### Clock wiring as the flow saved it, run 1

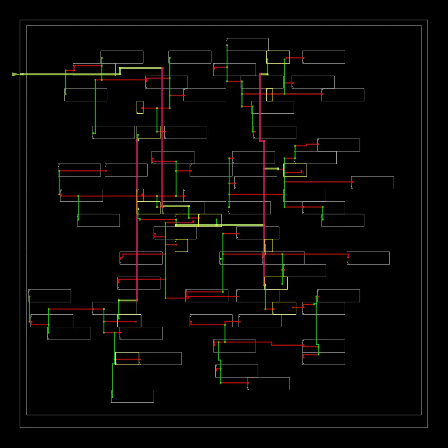
### The metal 2 layer, run 1

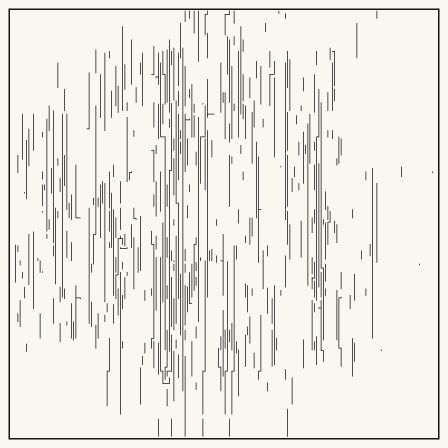
### M1 wires, run 1

Scale bar: 20 um. Supply wires on this layer in gray.
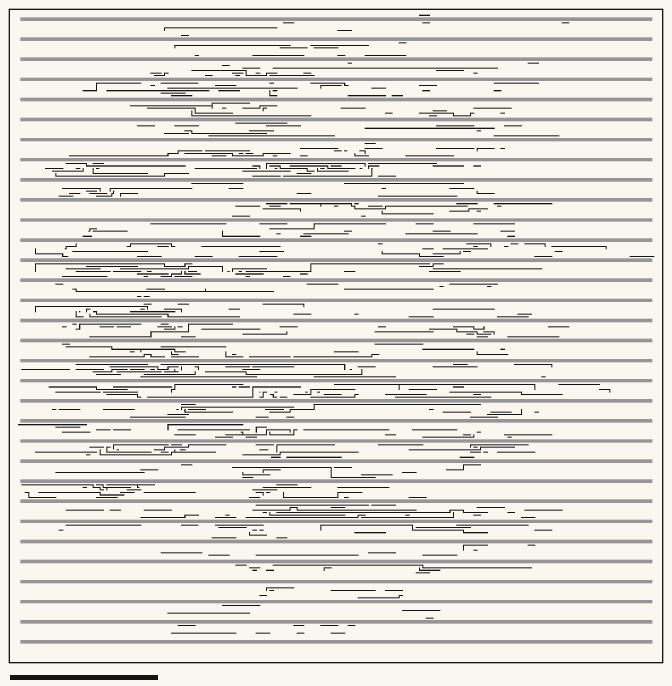
`config.mk`:
```
export PLATFORM = sky130hd
export DESIGN_NAME = reg_bank_arbiter
export DESIGN_NICKNAME = d
export VERILOG_FILES = /design/src/rtl/reg_bank_arbiter_pkg.sv /design/src/rtl/reg_bank.sv /design/src/rtl/reg_bank_arbiter.sv
export SDC_FILE = /design/constraint.sdc
export NUM_CORES = 1
export LEC_CHECK = 0
export CORE_UTILIZATION = 35
export CTS_CLUSTER_SIZE = 8
export DETAILED_ROUTE_END_ITERATION = 8
export PLACE_DENSITY_LB_ADDON = 0.25
export SLEW_MARGIN = 20
export SYNTH_ARGS = -nofsm -noshare
export SYNTH_HDL_FRONTEND = slang
export SYNTH_SLANG_ARGS = --single-unit
```
`constraint.sdc`:
```
create_clock -name clk -period 3.6 [get_ports clk]
set_input_delay 0.54 -clock clk [delete_from_list [all_inputs] [get_ports clk]]
set_output_delay 0.54 -clock clk [all_outputs]
set_load 0.02 [all_outputs]
```
`src/rtl/reg_bank_arbiter_pkg.sv`:
```
// Shared definitions for the two-requester register-bank arbiter.
package reg_bank_arbiter_pkg;

    localparam int unsigned DEFAULT_DATA_W = 8;
    localparam int unsigned DEFAULT_ADDR_W = 2;

    typedef enum logic [1:0] {
        ST_IDLE   = 2'd0,
        ST_ACCESS = 2'd1,
        ST_ACK    = 2'd2
    } state_e;

    // Round-robin pick: a lone requester wins; on a tie the one that did not win last goes.
    // Returns 0 for requester 0 and 1 for requester 1.
    function automatic logic pick_winner(input logic req0, input logic req1, input logic last_winner);
        if (req0 && req1) begin
            return ~last_winner;
        end
        return req1;
    endfunction

endpackage

```
`src/rtl/reg_bank.sv`:
```
// DEPTH x DATA_W register storage: one write port, one registered read port, async clear.
module reg_bank
    import reg_bank_arbiter_pkg::*;
#(
    parameter int unsigned DATA_W = DEFAULT_DATA_W,
    parameter int unsigned ADDR_W = DEFAULT_ADDR_W
) (
    input  logic              clk,
    input  logic              rst,
    input  logic              we_i,
    input  logic              re_i,
    input  logic [ADDR_W-1:0] addr_i,
    input  logic [DATA_W-1:0] wdata_i,
    output logic [DATA_W-1:0] rdata_o
);

    localparam int unsigned DEPTH = 1 << ADDR_W;

    logic [DATA_W-1:0] mem_q [DEPTH];
    logic [DATA_W-1:0] rdata_q;

    // Storage write and read-data capture; rdata only moves on a read.
    always_ff @(posedge clk or posedge rst) begin
        if (rst) begin
            mem_q   <= '{default: '0};
            rdata_q <= '0;
        end else begin
            if (we_i) begin
                mem_q[addr_i] <= wdata_i;
            end
            if (re_i) begin
                rdata_q <= mem_q[addr_i];
            end
        end
    end

    assign rdata_o = rdata_q;

endmodule

```
`src/rtl/reg_bank_arbiter.sv`:
```
// Two-requester round-robin arbiter in front of a small register bank.
// A transaction takes IDLE -> ACCESS -> ACK, so grants are spaced at least 3 cycles apart.
module reg_bank_arbiter
    import reg_bank_arbiter_pkg::*;
#(
    parameter int unsigned DATA_W = DEFAULT_DATA_W,
    parameter int unsigned ADDR_W = DEFAULT_ADDR_W
) (
    input  logic              clk,
    input  logic              rst,
    input  logic              req0,
    input  logic              req1,
    input  logic              we0,
    input  logic              we1,
    input  logic [ADDR_W-1:0] addr0,
    input  logic [ADDR_W-1:0] addr1,
    input  logic [DATA_W-1:0] wdata0,
    input  logic [DATA_W-1:0] wdata1,
    output logic              gnt0,
    output logic              gnt1,
    output logic              ack0,
    output logic              ack1,
    output logic [DATA_W-1:0] rdata,
    output logic              busy
);

    state_e            state_q;
    logic              win_q;
    logic              last_q;
    logic              we_q;
    logic [ADDR_W-1:0] addr_q;
    logic [DATA_W-1:0] wdata_q;
    logic              gnt0_q;
    logic              gnt1_q;
    logic              ack0_q;
    logic              ack1_q;

    logic              win_c;
    logic              bank_we_c;
    logic              bank_re_c;

    // Winner for a request sampled in IDLE.
    always_comb win_c = pick_winner(req0, req1, last_q);

    // Arbiter FSM; latches the winner's transaction and drives registered grant/ack.
    always_ff @(posedge clk or posedge rst) begin
        if (rst) begin
            state_q <= ST_IDLE;
            win_q   <= 1'b0;
            last_q  <= 1'b1;
            we_q    <= 1'b0;
            addr_q  <= '0;
            wdata_q <= '0;
            gnt0_q  <= 1'b0;
            gnt1_q  <= 1'b0;
            ack0_q  <= 1'b0;
            ack1_q  <= 1'b0;
        end else begin
            case (state_q)
                ST_IDLE: begin
                    if (req0 || req1) begin
                        state_q <= ST_ACCESS;
                        win_q   <= win_c;
                        we_q    <= win_c ? we1 : we0;
                        addr_q  <= win_c ? addr1 : addr0;
                        wdata_q <= win_c ? wdata1 : wdata0;
                        gnt0_q  <= ~win_c;
                        gnt1_q  <= win_c;
                    end
                end
                ST_ACCESS: begin
                    state_q <= ST_ACK;
                    last_q  <= win_q;
                    ack0_q  <= ~win_q;
                    ack1_q  <= win_q;
                end
                ST_ACK: begin
                    state_q <= ST_IDLE;
                    gnt0_q  <= 1'b0;
                    gnt1_q  <= 1'b0;
                    ack0_q  <= 1'b0;
                    ack1_q  <= 1'b0;
                end
                default: begin
                    state_q <= ST_IDLE;
                    gnt0_q  <= 1'b0;
                    gnt1_q  <= 1'b0;
                    ack0_q  <= 1'b0;
                    ack1_q  <= 1'b0;
                end
            endcase
        end
    end

    // The bank is touched only in ACCESS, using the latched transaction.
    assign bank_we_c = (state_q == ST_ACCESS) && we_q;
    assign bank_re_c = (state_q == ST_ACCESS) && !we_q;

    reg_bank #(
        .DATA_W (DATA_W),
        .ADDR_W (ADDR_W)
    ) u_bank (
        .clk     (clk),
        .rst     (rst),
        .we_i    (bank_we_c),
        .re_i    (bank_re_c),
        .addr_i  (addr_q),
        .wdata_i (wdata_q),
        .rdata_o (rdata)
    );

    assign gnt0 = gnt0_q;
    assign gnt1 = gnt1_q;
    assign ack0 = ack0_q;
    assign ack1 = ack1_q;
    assign busy = (state_q != ST_IDLE);

endmodule

```
==> results.yml, run 1 <==
# physical design summary
logic_synthesis:
  mux_share: 0.257
  synth-seq-cells: 59
  synth_area_per_cell_sq_um: 15.1
  top_cell_area_share: 0.557
  ys_types: 24
  adder_share: 0
  aoi_share: 0.0586
  synth.cellmix.simpleShare: 0.0802
  fp_nets: 199
  yosysCellCount: 173
  common_cells: "58 x dfrtp_1, 32 x mux2_2, 11 x a221o_1, 11 x and4_1, 9 x inv_1"
  yosys.stat.seqShare: 0.567
  yosysMostFrequentCell: "dfrtp_1"
  async_reset_ff_frac: 1.00
  netlist_logic_family_top: "multiplexers"
  syn_area_sq_um: 2600
  area_leaders: "dfrtp_1 56%, mux2_2 14%, mux4_2 6.9%"
  ys_chip_area_sq_um: 2600
worst_setup_path:
  ff2ff_setup_slack_ns: 1.39
  criticalPathCategory: "reg -> out"
  r2r_end: "u_bank.mem_q[19]"
  critPathCaptureType: "output pin"
  arrival_ns: 2.00
  critPathSlowestCell: "clkdlybuf4s50_1"
  crit_start: "state_q[0]"
  r2r-start: "addr_q[0]"
  path_cells: "nor2_1 -> inv_1 -> clkdlybuf4s50_1"
  cp_slowest_stage_delay_ns: 0.56
final_timing:
  tns_ns: 0
  post-route-period-util: 0.705
  fin_hold_ws_ns: 0.485
  fin_crit_ns: 2.54
  hold_violations: 0
  timing.final.max_slew_violations: 0
  slew_headroom: 0.417
clock_tree:
  hold_buffers: 0
  cts.clk_slew.worst_paths_ns: 0.06
  cts_resized: 0
  clock_sinks: 59
  cts-root-buf: "clkbuf_8"
  cts_htree_levels: 3
grt:
  grt_use_total: 0.163
  grt_pass1_vias: 1693
  antenna_found_initial: 0
  grt.overflow.total: 0
  grt_max_degree: 45
floorplan:
  core_sq_um: 7210
  die_h_um: 88.3
  fp-utilization: 0.361
status:
  status: "finished clean"
place:
  dpl.hpwl_um: 3740
  place_ws_ns: 1.35
  place.gp.congestion: 0.796
drt:
  drcViolationCount: 0
  first_pass_iters: 4
  initialDrtViolationCount: 61
  drtAntennaViolNets: 0
  wl_per_cell_um: 17.5
cells_and_area:
  drive_gt1_frac: 0.312
  finalNetCount: 240
  final_core_util: 0.447
  syn_to_final_growth_pct: 23.8
hold_path:
  hp-class: "reg -> reg"
  hp-start: "win_q"
pwr:
  leakage_nw: 1.43
  powerDensity_nw_per_um2: 832
  power_mw: 2.68
  vdd_drop_max_uv: 355
-- 'Clock wiring as the flow saved it' (at the start) --
clk ins delay skew pair: 0.32 ns
Final Skew: 0.00524 ns

-- 'The metal 2 layer' (at the start) --
- share of all routed wire: 49%
- main direction: vertical
- nets with wire on the layer: 218
- longest straight run: 70.7 um
via count: 1626
final WL: 5550 um
grt met2 use: 0.266

-- 'M1 wires' (at the start) --
- main direction: horizontal
- share of all routed wire: 46%
- wire length on this layer: 2530 um
met1 GRT Util: 0.209

-- run 1: power by group --
group	internal, mW	total, mW	switching [mW]
Clock	0.264	0.506	0.241
Combinational	0.574	0.967	0.393
Sequential	0.952	1.21	0.259
-- run 1: cell usage in the layout (no fill, tap or decap), types with 3 or more instances in the layout --
cell type         n
a21oi_1           3
a221o_1          11
and4_1           11
clkbuf_1          3
clkbuf_8         10
clkdlybuf4s50_1  38
dfrtp_1          58
inv_1             8
mux2_2           32
mux2_4            8
mux4_2            8
nand2_1           4
nor2_1            3
o21ai_0           4
-- run 1: worst max-delay path: cells and delay by family, from the launching register on --
family,cells,cell delay (ns)
AND/OR/NAND/NOR,1,0.55
flip-flops,1,0.48
buffers and inverters,2,0.65
-- run 1: sequential cells by signal (all words and copies together), names as in the netlist --
| name | flops |
|---|---|
| addr_q | 2 |
| last_q | 1 |
| we_q | 1 |
| win_q | 1 |
| u_bank.rdata_o | 8 |
| ack1 | 1 |
| state_q | 2 |
| gnt0 | 1 |
| u_bank.mem_q | 32 |
| wdata_q | 8 |
| gnt1 | 1 |
| ack0 | 1 |
-- run 1: area by class of cell --
type,count,area (sq um)
multi-input combinational,95,1030
clock buffer,13,149
inverter,9,33.8
tap,99,124
clock inverter,2,12.5
timing repair buffer,40,395
fill,706,3990
sequential,59,1480
-- run 1: metal layers --
layer | vias up | wire (um) | global-route usage
met2 | 39 | 2720 | 0.266
li1 | 733 | - | -
met4 | 0 | 111 | 0.0836
met3 | 9 | 180 | 0.0299
met5 | - | 0 | 0
met1 | 845 | 2530 | 0.209
-- run 1: through the flow --
step           cell area [sq um]  std cells
3_5_place_dp                3060        302
3_3_place_gp                3060        302
4_1_cts                     3220        317
6_report                    3220        317
2_1_floorplan               2610        173
5_1_grt                     3220        317
==> run 1 -> run 2 <==
clock period = 2.2 ns   (was 3.6 ns; I/O delays follow)
### Logic cells by family, run 2

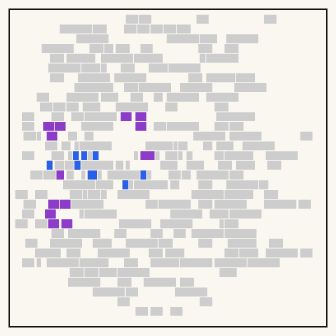
- inverting AOI/OAI gates: blue (cells 8; most used o21ai_0; where left middle)
- AND and OR gates: purple (cells 13; most used and4_1; where left middle)

### M3 wires, run 2

Scale bar: 20 um.
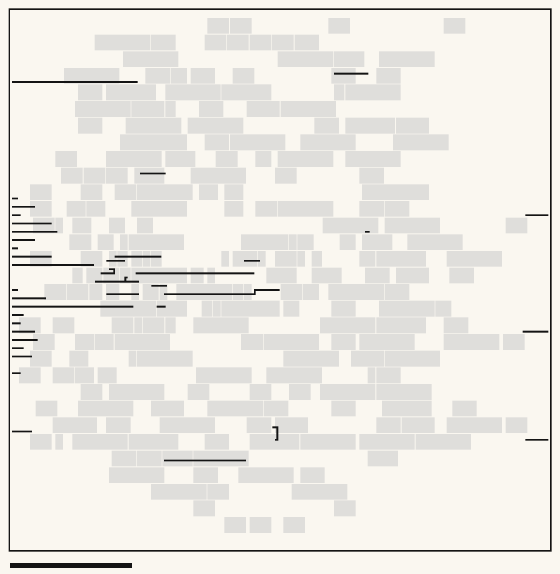
- share of all routed wire: 4.0%
- main direction: horizontal
- wire length on this layer: 214 um
- longest straight run: 20.2 um
via count: 1640
final WL: 5340 um

==> results.yml, run 2 <==
# physical design summary
status:
  status: "finished clean"
grt:
  grt_pass1_vias: 1710
  antenna_found_initial: 0
  grt.overflow.total: 0
  grt_use_total: 0.165
  grt_max_degree: 60
cells_and_area:
  layoutNonFillerInstCount: 328
  final_cell_mix: "58 x dfrtp_1, 38 x clkdlybuf4s50_1, 32 x mux2_2"
  syn_to_final_growth_pct: 28.9
  top_register: "u_bank.mem_q"
  finalNetCount: 250
  lay_top_count: "dfrtp_1"
  drive_gt1_frac: 0.354
place:
  place.gp.congestion: 0.785
  dpl.hpwl_um: 3610
  place_inst: 312
drt:
  wl_per_cell_um: 16.3
  initialDrtViolationCount: 71
  drcViolationCount: 0
  first_pass_iters: 4
  drtAntennaViolNets: 0
logic_synthesis:
  area_leaders: "dfrtp_1 56%, mux2_2 14%, mux4_2 6.9%"
  ys_types: 24
  async_reset_ff_frac: 1.00
  synth_area_per_cell_sq_um: 15.1
  syn_area_sq_um: 2600
  ff_type: "dfrtp_1"
  yosysMostFrequentCell: "dfrtp_1"
  fp_nets: 199
  ys_chip_area_sq_um: 2600
  top_cell_area_share: 0.557
  synth-seq-cells: 59
  yosysCellCount: 173
  common_cells: "58 x dfrtp_1, 32 x mux2_2, 11 x a221o_1, 11 x and4_1, 9 x inv_1"
clock_tree:
  cts-root-buf: "clkbuf_8"
  cts_htree_levels: 3
  clock_sinks: 59
  insertion_delay_ns: 0.34
  cts.clk_slew.worst_paths_ns: 0.07
  cts_resized: 0
final_timing:
  fin_hold_ws_ns: 0.355
  setup_viol: 0
  timing.final.max_slew_violations: 0
  finalClockSkew_ns: 0.0104
  slew_headroom: 0.657
  fin_crit_ns: 1.91
  hold_violations: 0
worst_setup_path:
  criticalPathCategory: "reg -> out"
  arrival_ns: 1.58
  critPathCaptureType: "output pin"
pwr:
  comb-power_mw: 1.71
  maxPowerGroup: "sequential cells"
  leakage_nw: 1.52
  pwr-share-comb: 0.366
  p_sw_mw: 1.48
  powerDensity_nw_per_um2: 1390
  swShare: 0.316
  power_frac_seq: 0.412
  p_clk_frac: 0.222
  internal_power_mw: 3.20
  seq-power_mw: 1.93
floorplan:
  die_h_um: 88.3
  fp-utilization: 0.361
  core_sq_um: 7210
hold_path:
  hp-class: "in -> async"
### M1 wires, run 2

Scale bar: 20 um. Supply wires on this layer in gray.
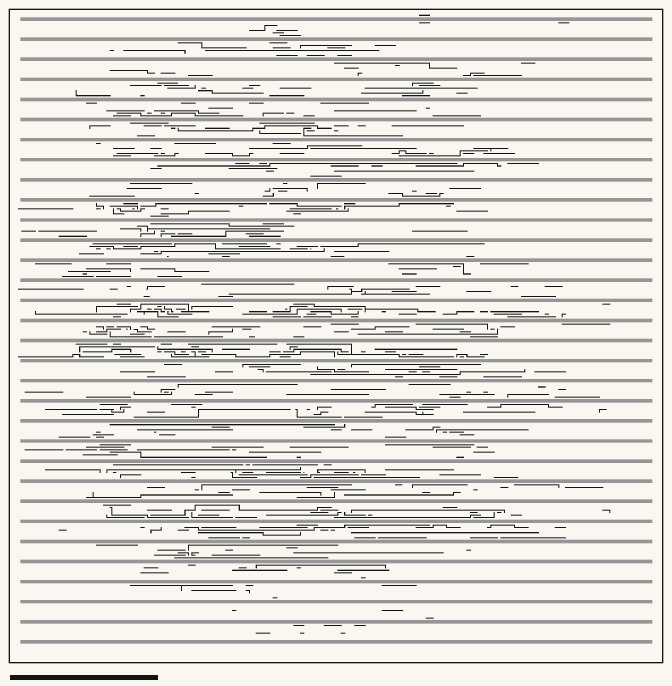
- share of all routed wire: 51%
- wire length on this layer: 2710 um
- longest straight run: 30.4 um
- main direction: horizontal

## run 2: through the flow
step | cell area, sq um | power [mW] | setup WS, ns | util
finish | 3360 | 4.68 | 0.293 | 0.465
global route | 3360 | 4.99 | 0.211 | 0.465
detailed placement | 3150 | 3.66 | 0.280 | 0.437
global placement | 3150 | 3.63 | 0.339 | 0.437
CTS | 3360 | 4.73 | 0.271 | 0.465
floorplan | 2610 | 3.09 | 0.415 | -
## run 2: logic make-up (layout without fill, tap and decap cells)
logic type	Yosys count	after routing	share of synthesized area
flops	59	59	0.567
mux	49	49	0.257
simple gates	27	27	0.0802
compound gates	19	19	0.0586
buf+inv	19	75	0.0365
## run 2: path summary, 6_finish.rpt
path | from | end | slack (ns) | cells after the start
worst max-delay path | state_q[0] | busy | 0.29 | 3
worst min-delay path | rst | u_bank.mem_q[11] | 0.36 | 3
worst max register to register | addr_q[0] | u_bank.mem_q[25] | 0.37 | 3
worst min register to register | win_q | ack0 | 0.50 | 1
max in group asynchronous | rst | last_q | 1.54 | 3
min in group clk | win_q | ack0 | 0.50 | 1
## run 2: metal layers
layer / track usage / share of wire / vias up / routed length, um
li1: - / - / 756 / -
met1: 0.233 / 0.51 / 827 / 2710
met2: 0.231 / 0.43 / 49 / 2310
met3: 0.0410 / 0.040 / 8 / 213
met4: 0.0924 / 0.019 / 0 / 104
met5: 0 / 0 / - / 0
## run 2: layout make-up
cell class                 instances  area (sq um)
clock inverter                     6          80.1
clock buffer                      10           128
inverter                           9          33.8
tap                               99           124
sequential                        59          1480
multi-input combinational         95          1030
fill                             658          3860
timing repair buffer              50           483
## run 2: critical path, cell delays in order, from the launching register on
cell and delay (ns):
dfrtp_1 0.49, nor2_1 0.10, inv_1 0.06, clkdlybuf4s50_1 0.59
==> run 2 -> run 3 <==
==> constraint.sdc (replaced) <==
create_clock -name clk -period 2.2 [get_ports clk]
set_input_delay 0.33 -clock clk [delete_from_list [all_inputs] [get_ports clk]]
set_output_delay 0.33 -clock clk [all_outputs]
set_load 0.005 [all_outputs]
### The metal 2 layer, run 3

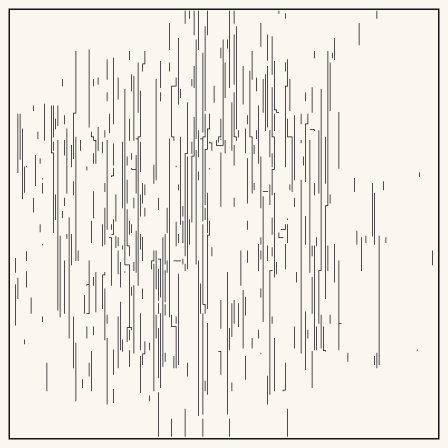
- share of all routed wire: 47%
- main direction: vertical
- wire length on this layer: 2620 um

### M1 wires, run 3

Scale bar: 20 um. Supply wires on this layer in gray.
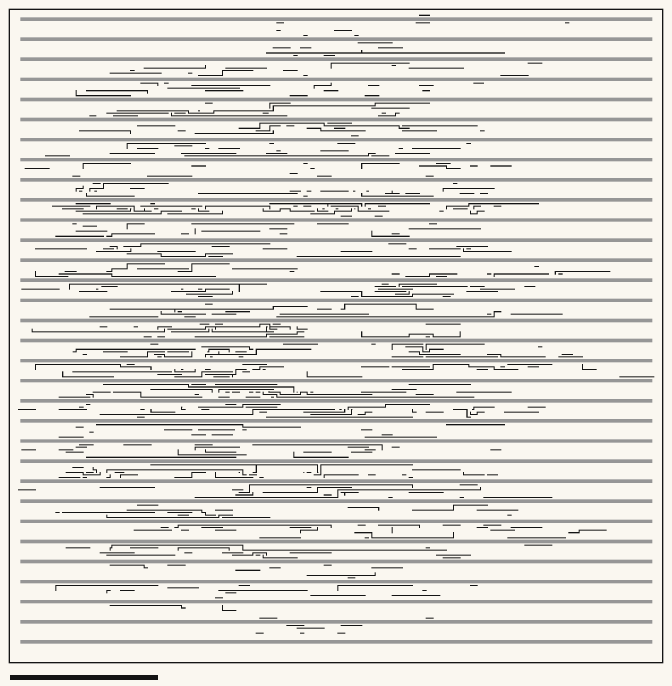
- nets with wire on the layer: 224
- main direction: horizontal
- share of all routed wire: 46%
- wire length on this layer: 2590 um

==> results.yml, run 3 <==
# physical design summary
worst_setup_path:
  critPathCaptureType: "output pin"
  crit_buf_inv: 2
  start_kind: "flop"
  arrival_ns: 1.65
  path_cells: "nor2_2 -> inv_1 -> clkdlybuf4s50_1"
  critPathSlowestCell: "dfrtp_1"
  critPathRequiredTime_ns: 1.87
  ff2ff_setup_slack_ns: 0.41
  r2r-start: "state_q[1]"
  criticalPathCategory: "reg -> out"
  reg2regPathDepth: 3
  r2r_end: "u_bank.mem_q[25]"
  cp_top_family: "buffers and inverters"
  cp_slowest_stage_delay_ns: 0.46
clock_tree:
  cts.clk_slew.worst_paths_ns: 0.06
  cts-root-buf: "clkbuf_8"
  cts_htree_levels: 3
  cts_buffers: 9
  clock_sinks: 59
final_timing:
  slew_headroom: 0.666
  fin_hold_ws_ns: 0.333
  hold_violations: 0
  fin_crit_ns: 1.98
  fin_ws_ns: 0.219
  setup_viol: 0
  timing.final.max_slew_violations: 0
cells_and_area:
  final_area_sq_um: 3360
  lay_top_count: "dfrtp_1"
  layoutNonFillerInstCount: 330
  top_register: "u_bank.mem_q"
  syn_to_final_growth_pct: 28.8
  final_core_util: 0.465
  drive_gt1_frac: 0.351
  n_fill_cell: 689
  final_cell_mix: "58 x dfrtp_1, 38 x clkdlybuf4s50_1, 32 x mux2_2, 13 x buf_4"
  finalNetCount: 252
logic_synthesis:
  ff_type: "dfrtp_1"
  synth_area_per_cell_sq_um: 15.1
  async_reset_ff_frac: 1.00
  ys_chip_area_sq_um: 2600
  fp_nets: 199
  common_cells: "58 x dfrtp_1, 32 x mux2_2, 11 x a221o_1, 11 x and4_1, 9 x inv_1"
  syn_area_sq_um: 2600
  yosysMostFrequentCell: "dfrtp_1"
  synth-seq-cells: 59
  yosysCellCount: 173
floorplan:
  core_sq_um: 7210
  die_h_um: 88.3
  fp-utilization: 0.361
hold_path:
  hp-class: "in -> async"
pwr:
  powerDensity_nw_per_um2: 1340
  power_frac_seq: 0.430
  swShare: 0.304
  power_mw: 4.50
  p_clk_frac: 0.214
  leakage_nw: 1.51
  p_sw_mw: 1.37
  pwr-share-comb: 0.357
  internal_power_mw: 3.13
place:
  dpl.hpwl_um: 3960
  place_inst: 314
  placedInstanceArea_sq_um: 3170
  place_ws_ns: 0.320
drt:
  wirelength_um: 5610
  drcViolationCount: 0
  wl_per_cell_um: 17.0
  initialDrtViolationCount: 93
  first_pass_iters: 4
  drtAntennaViolNets: 0
grt:
  grt_pass1_vias: 1709
  grt_max_degree: 22
  grt.overflow.total: 0
  grt_use_total: 0.167
  antenna_found_initial: 0
status:
  status: "finished clean"
### Clock wiring as the flow saved it, run 3

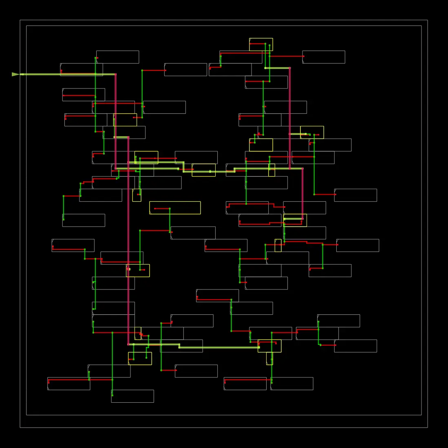
clk ins delay skew pair: 0.34 ns
flip-flops: 59
Final Skew: 0.00703 ns
# clk buffers: 14

run 3: cell families after synthesis:
family	synth area share
buffers and inverters	0.0365
flip-flops	0.567
AND-OR/OR-AND	0.0586
AND/OR/NAND/NOR	0.0802
multiplexers	0.257
run 3: power by group through the flow:
stage               combinational (mW)  sequential [mW]  clock, mW
floorplan                         1.18             1.80          0
global placement                  1.60             1.95          0
detailed placement                1.63             1.95          0
CTS                               1.64             1.94      0.980
global route                      1.75             2.02       1.03
finish                            1.61             1.93      0.961
run 3: timing repair:
| item | in CTS | in global routing |
|---|---|---|
| hold buffers | 0 | 0 |
| setup buffers | 0 | 0 |
| endpoints found under the setup margin | 0 | 1 |
| resized | 0 | 1 |
| hold endpoints to repair | 0 | 0 |
run 3: how the worst max path moves through the flow:
stage | from | end | cells after the start
finish | state_q[0] | busy | 3
global route | state_q[0] | busy | 3
CTS | state_q[0] | busy | 3
detailed placement | req1 | we_q | 4
global placement | req1 | wdata_q[7] | 4
floorplan | rst | ack0 | 1
run 3: layout make-up:
cell class | instances | area [sq um] | share of cell area
sequential | 59 | 1480 | 0.440
timing repair buffer | 52 | 498 | 0.148
multi-input combinational | 95 | 1030 | 0.308
tap | 99 | 124 | 0.0369
clock buffer | 14 | 153 | 0.0455
clock inverter | 2 | 35.0 | 0.0104
inverter | 9 | 33.8 | 0.0101
run 3: layer usage:
metal / global-route usage / share of wire / vias to the layer above / routed length [um]
met1: 0.228 / 0.46 / 820 / 2590
met4: 0.0660 / 0.017 / 0 / 97
met5: 0 / 0 / - / 0
li1: - / - / 757 / -
met3: 0.0476 / 0.054 / 11 / 305
met2: 0.254 / 0.47 / 46 / 2620
Power and IR drop assume default switching activity.
